==> config.mk <==
export PLATFORM = sky130hd
export DESIGN_NAME = bicubic_window_gen
export DESIGN_NICKNAME = d
export VERILOG_FILES = /design/src/rtl/bicubic_window_gen.sv
export SDC_FILE = /design/constraint.sdc
export NUM_CORES = 1
export LEC_CHECK = 0
export CAP_MARGIN = 20
export CORE_MARGIN = 2
export CORE_UTILIZATION = 45
export DETAILED_ROUTE_END_ITERATION = 8
export PLACE_DENSITY_LB_ADDON = 0.08
export SLEW_MARGIN = 0
export SYNTH_ARGS = -nofsm -noshare
export SYNTH_HDL_FRONTEND = slang
export SYNTH_SLANG_ARGS = --single-unit
export TNS_END_PERCENT = 20
==> constraint.sdc <==
create_clock -name clk -period 5.65 [get_ports clk]
set_clock_uncertainty 0.05 [all_clocks]
set_input_delay 0.8475 -clock clk [delete_from_list [all_inputs] [get_ports clk]]
set_output_delay 0.8475 -clock clk [all_outputs]
set_load 0.02 [all_outputs]
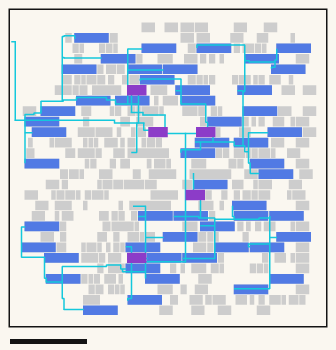
(run_1/clock_wires.png)
Bar = 20 um.
[cyan] clock wires | length: 619 um
[purple] clock-net drivers | count: 5
[blue] flip-flops | count: 52
flops lie: all over the die
routed clock nets: 6
clock network power: 345 uW
Clock Latency Late Sink: 300 ps
Clock power frac: 0.164

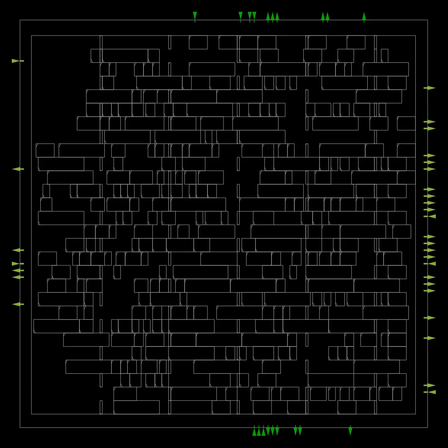
(run_1/placed.png)
Seq area share: 0.3808
fillers: 535
row count: 28
n_taps: 75

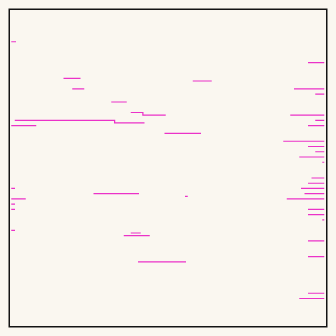
(run_1/m3.png)
wire length on this layer: 218 um
nets with wire on the layer: 38
share of all routed wire: 4.0%
main direction: horizontal
longest straight run: 25.8 um
met3 Use GR: 0.03626
final wirelength: 5.420 mm
Via Count: 2,173

==> qor.yml, run 1 <==
outcome:
  status: "finished clean"
global_routing:
  met2_usage: 0.2707
  grt-busiest-layer: "met2"
  grt_max_degree: 53
  grt_overflow: 0
  grtUsageTotal: 0.1702
  grt_first_pass_wirelength_mm: 8.921
clock_tree:
  tritoncts: "built"
  cts_buffers: 5
  clockBufferDepth: 2
  h-tree-depth: 2
  clock-sinks: 52
power_and_ir_drop:
  combPwrFrac: 0.532
  p_leak_uw: 0.001405
  finalPower_uw: 2100
  pg_comb_uw: 1120
  p_seq_frac: 0.304
  switchingPower_uw: 879.1
  switching_share: 0.4186
  power.internal_uw: 1221
  power.density_nw_per_um2: 614.6
  top_power_group: "combinational cells"
layout:
  clkCellAreaFrac: 0.04650
  logic_area_sq_um: 1339
  flop_area_sq_um: 1301
  nNetsFinal: 346
  comb_area_frac: 0.3918
  diodes: 0
  nClkBuffers: 5
  nFlopsAndLatches: 52
  stdcell_count: 400
  top_area_cell_class: "multi-input combinational cells"
  final_cell_mix: "dfrtp_1 (52), clkdlybuf4s50_1 (47), nor2_1 (37)"
  buf_share: 0.1435
  inv_count: 9
final_timing:
  clock.fmax_mhz: 315.2
  tns_ps: 0
  final_max_slew_viol_count: 0
  worst_slack_ps: 2478
  setup_viol: 0
  rsz0062_at_grt: "false"
  fin_hold_ws_ps: 469.8
  max_slew_margin: 0.2593
  period_used_share: 0.5615
place:
  dpl_worst_slack_ps: 2723
  dp_hpwl_mm: 3.933
  placed_cells: 392
  gp_congestion: 0.8016
  dpl_cell_area_sq_um: 3258
logic_synthesis:
  synthTopLogicFamily: "AND-OR/OR-AND gates"
  synthFlopType: "dfrtp_1"
  top_area_cell: "dfrtp_1"
  postSynthSeqShare: 0.4751
  async_reset_ff_frac: 1.000
  synthTopCellsByCount: "dfrtp_1 (52), nor2_1 (37), a21oi_1 (36)"
  aoi_share: 0.2490
  ys_types: 44
  post-synth-top-count-cell: "dfrtp_1"
  edf_count: 0
critical_path:
  slowest_stage: "clkdlybuf4s50_1"
  crit_family: "simple AND/OR/NAND/NOR gates"
  cp-end-kind: "output port"
  r2r_cells: 5
  cp.required_ps: 4750
  cp.arrival_ps: 2270
  startpoint_type: "register"
  crit_buf_inv: 1
  crit_fanout: 8
  max_stage_delay_ps: 600
detailed_routing:
  viasPerCell: 5.433
  postRouteAntennaNets: 0
  highest_layer: "met4"
  dr_wl_met2_mm: 2.454
floorplan:
  fp_util: 0.4653
  die_h_um: 82.02
  io_pins: 49
  chipArea_sq_um: 6726
hold_path:
  hp-class: "reg -> reg"
==> run_1/util_map.png <==
The die is cut into 8 by 8 equal tiles; white is low, dark blue is high, 0 to 100% covered.
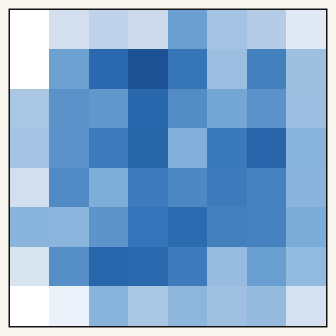

==> run 2: changes to the inputs <==
==> constraint.sdc (replaced) <==
create_clock -name clk -period 2.6 [get_ports clk]
set_clock_uncertainty 0.05 [all_clocks]
set_input_delay 0.39 -clock clk [delete_from_list [all_inputs] [get_ports clk]]
set_output_delay 0.39 -clock clk [all_outputs]
set_load 0.02 [all_outputs]
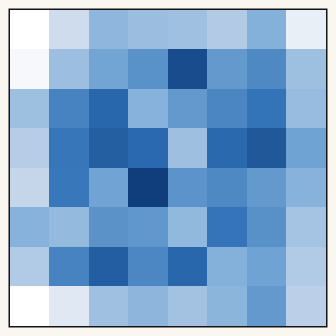
(run_2/util_map.png)
The die is cut into 8 by 8 equal tiles; white is low, dark blue is high, 0 to 100% covered.
tiles over 75% full: 14%
mean over tiles: 50%
emptiest ninth of the die: north-west
nearly empty tiles: 3.1%
fullest tile: 95%
final core occ: 0.5891
Core Box Area: 5886 sq um

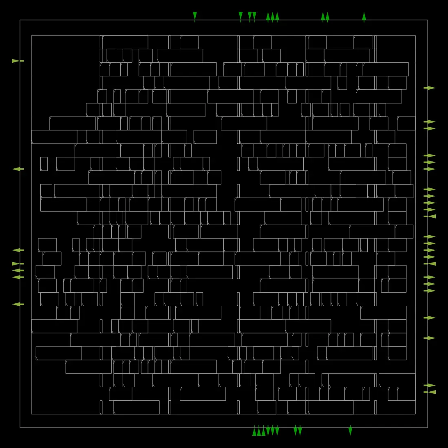
(run_2/placed.png)
Flops: 52
Seq area share: 0.3753
Final Non-Filler Cells: 408
fillers: 530

==> qor.yml, run 2 <==
global_routing:
  grtUsageTotal: 0.1811  # was 0.1702
  grt_pass1_vias: 2013  # was 1,921
  antenna_found_initial: 0  # unchanged
  met2_usage: 0.2797  # was 0.2707
  grt_max_degree: 53  # unchanged
  grt-busiest-layer: "met2"  # unchanged
  grt_first_pass_wirelength_mm: 9.453  # was 8.921 mm
  use_met3: 0.03516  # was 0.03626
  grt_overflow: 0  # unchanged
logic_synthesis:
  ys_types: 44  # unchanged
  synth-xor-area-share: 0  # unchanged
  syn_area_sq_um: 2739  # unchanged
  synthFlopType: "dfrtp_1"  # unchanged
  ys_sh_mux: 0.03289  # unchanged
  async_reset_ff_frac: 1.000  # unchanged
  top_area_frac: 0.4751  # unchanged
  ys.flops: 52  # unchanged
  post-synth-top-count-cell: "dfrtp_1"  # unchanged
  syn_area_per_cell_sq_um: 9.888  # unchanged
  top_area_cell: "dfrtp_1"  # unchanged
  synthTopCellsByCount: "dfrtp_1 (52), nor2_1 (37), a21oi_1 (36)"  # unchanged
  fp_nets: 299  # unchanged
  adder_share: 0.04568  # unchanged
  postSynthSeqShare: 0.4751  # unchanged
  syn_inst: 277  # unchanged
  edf_count: 0  # unchanged
  synthTopLogicFamily: "AND-OR/OR-AND gates"  # unchanged
  simple_gate_area_frac: 0.1613  # unchanged
  ys_warn_count: 0  # unchanged
  synth_stat.cells: 277  # unchanged
  aoi_share: 0.2490  # unchanged
critical_path:
  rrSetupSlack_ps: 260  # was 2990 ps
  cp-end-kind: "output port"  # unchanged
  crit_fanout: 5  # was 8
  startpoint_type: "register"  # unchanged
  slowest_stage: "clkdlybuf4s50_1"  # unchanged
  crit_cells: 5  # unchanged
  path_cells: "ha_1, nand3_1, nor2_2, and3_1, clkdlybuf4s50_1"  # was ha_1, nand3_1, nor2_1, and3_1, clkdlybuf4s50_1
  crit_buf_inv: 1  # unchanged
  cp.arrival_ps: 2000  # was 2270 ps
  max_stage_delay_ps: 600  # about the same
  cp.required_ps: 2160  # was 4750 ps
  r2r_cells: 8  # was 5
  crit_family: "buffers and inverters"  # was simple AND/OR/NAND/NOR gates
place:
  dpl_worst_slack_ps: 305.9  # was 2723 ps
  placed_cells: 400  # was 392
  dpl_cell_area_sq_um: 3343  # was 3258 sq um
  gp_congestion: 0.7976  # was 0.8016
  dp_hpwl_mm: 4.052  # was 3.933 mm
  portBuffers: 48  # unchanged
layout:
  clkCellAreaFrac: 0.03501  # was 0.04650
  nClkBuffers: 6  # was 5
  nNetsFinal: 354  # was 346
  final_cell_mix: "dfrtp_1 (52), clkdlybuf4s50_1 (47), nor2_1 (36), a21oi_1 (36), o21ai_0 (19)"  # was dfrtp_1 (52), clkdlybuf4s50_1 (47), nor2_1 (37)
  final_cell_area_sq_um: 3467  # was 3417 sq um
  flop_area_sq_um: 1301  # unchanged
  area_growth_pct: 26.59  # was 24.76%
  inv_count: 9  # unchanged
  drive_gt1_frac: 0.1532  # was 0.1292
  num-nonclk-buffers: 58  # was 50
  comb_area_frac: 0.3869  # was 0.3918
  buf_share: 0.1660  # was 0.1435
  logic_area_sq_um: 1341  # was 1339 sq um
  nMultiInputCombCells: 206  # unchanged
  layout_top_cell: "dfrtp_1"  # unchanged
  diodes: 0  # unchanged
  top_area_cell_class: "multi-input combinational cells"  # unchanged
final_timing:
  period_used_share: 0.9380
  finalHoldViolCount: 0  # unchanged
  clock.fmax_mhz: 410.0
  worstMarginPinSlew_ps: 647.4  # was 1111 ps
  setup_viol: 0  # unchanged
  final_max_slew_viol_count: 0  # unchanged
  tns_ps: 0  # unchanged
  worst_slack_ps: 161.2  # was 2478 ps
  fin_hold_ws_ps: 9.637  # was 469.8 ps
  max_slew_margin: 0.5665  # was 0.2593
  finalCriticalPeriod_ps: 2439
  rsz0062_at_grt: "false"  # unchanged
detailed_routing:
  wl_per_cell_um: 13.48  # was 13.55 um
  dr_wl_met2_mm: 2.501  # was 2.454 mm
  drt_iter0_drc: 124  # was 84
  met3WireLength_um: 195  # was 217 um
  drc: 0  # unchanged
  viasPerCell: 5.343  # was 5.433
  firstDrtPassIters: 4  # unchanged
  num_vias: 2180  # was 2,173
  drt-total-wl_mm: 5.501  # was 5.420 mm
  postRouteAntennaNets: 0  # unchanged
  highest_layer: "met4"  # unchanged
  wl_met1_mm: 2.733  # was 2.694 mm
power_and_ir_drop:
  finalPower_uw: 4540  # was 2100 uW
  pg_comb_uw: 2570  # was 1120 uW
  p_leak_uw: 0.001434  # was 0.001405 uW
  combPwrFrac: 0.566  # was 0.532
  switchingPower_uw: 1947  # was 879.1 uW
  top_power_group: "combinational cells"  # unchanged
  switching_share: 0.4288  # was 0.4186
  power.density_nw_per_um2: 1310  # was 614.6 nW/um^2
  vdd_drop_max_v: 0.0006324  # was 0.0002923 V
  p_seq_uw: 1390  # was 639 uW
  pwr-share-clk: 0.127  # was 0.164
  power.internal_uw: 2594  # was 1221 uW
  p_seq_frac: 0.307  # was 0.304
  pg_clk_uw: 578  # was 345 uW
clock_tree:
  tritoncts: "built"  # unchanged
  worstSkewPairLatency_ps: 300  # about the same
  postCtsHoldBufs: 0  # unchanged
  cts_setup_buffers: 0  # unchanged
  cts_root_buf: "clkbuf_8"  # unchanged
  cts_buffers: 5  # unchanged
  clockBufferDepth: 2  # unchanged
  clock-sinks: 52  # unchanged
  h-tree-depth: 2  # unchanged
  clkSlewWorstSetupHoldPaths_ps: 90  # was 100 ps
floorplan:
  fp_util: 0.4653  # unchanged
  taps: 75  # unchanged
  io_pins: 49  # unchanged
  die_h_um: 82.02  # unchanged
  die_w_um: 82.02  # unchanged
  chipArea_sq_um: 6726  # unchanged
  num_rows: 28  # unchanged
hold_path:
  hp-class: "in -> async"  # was reg -> reg
outcome:
  status: "finished clean"  # unchanged
job:
  warnings: 32  # unchanged
  drv_cap: 0  # unchanged
No activity file was given, so power comes from the tool's default toggle rates.
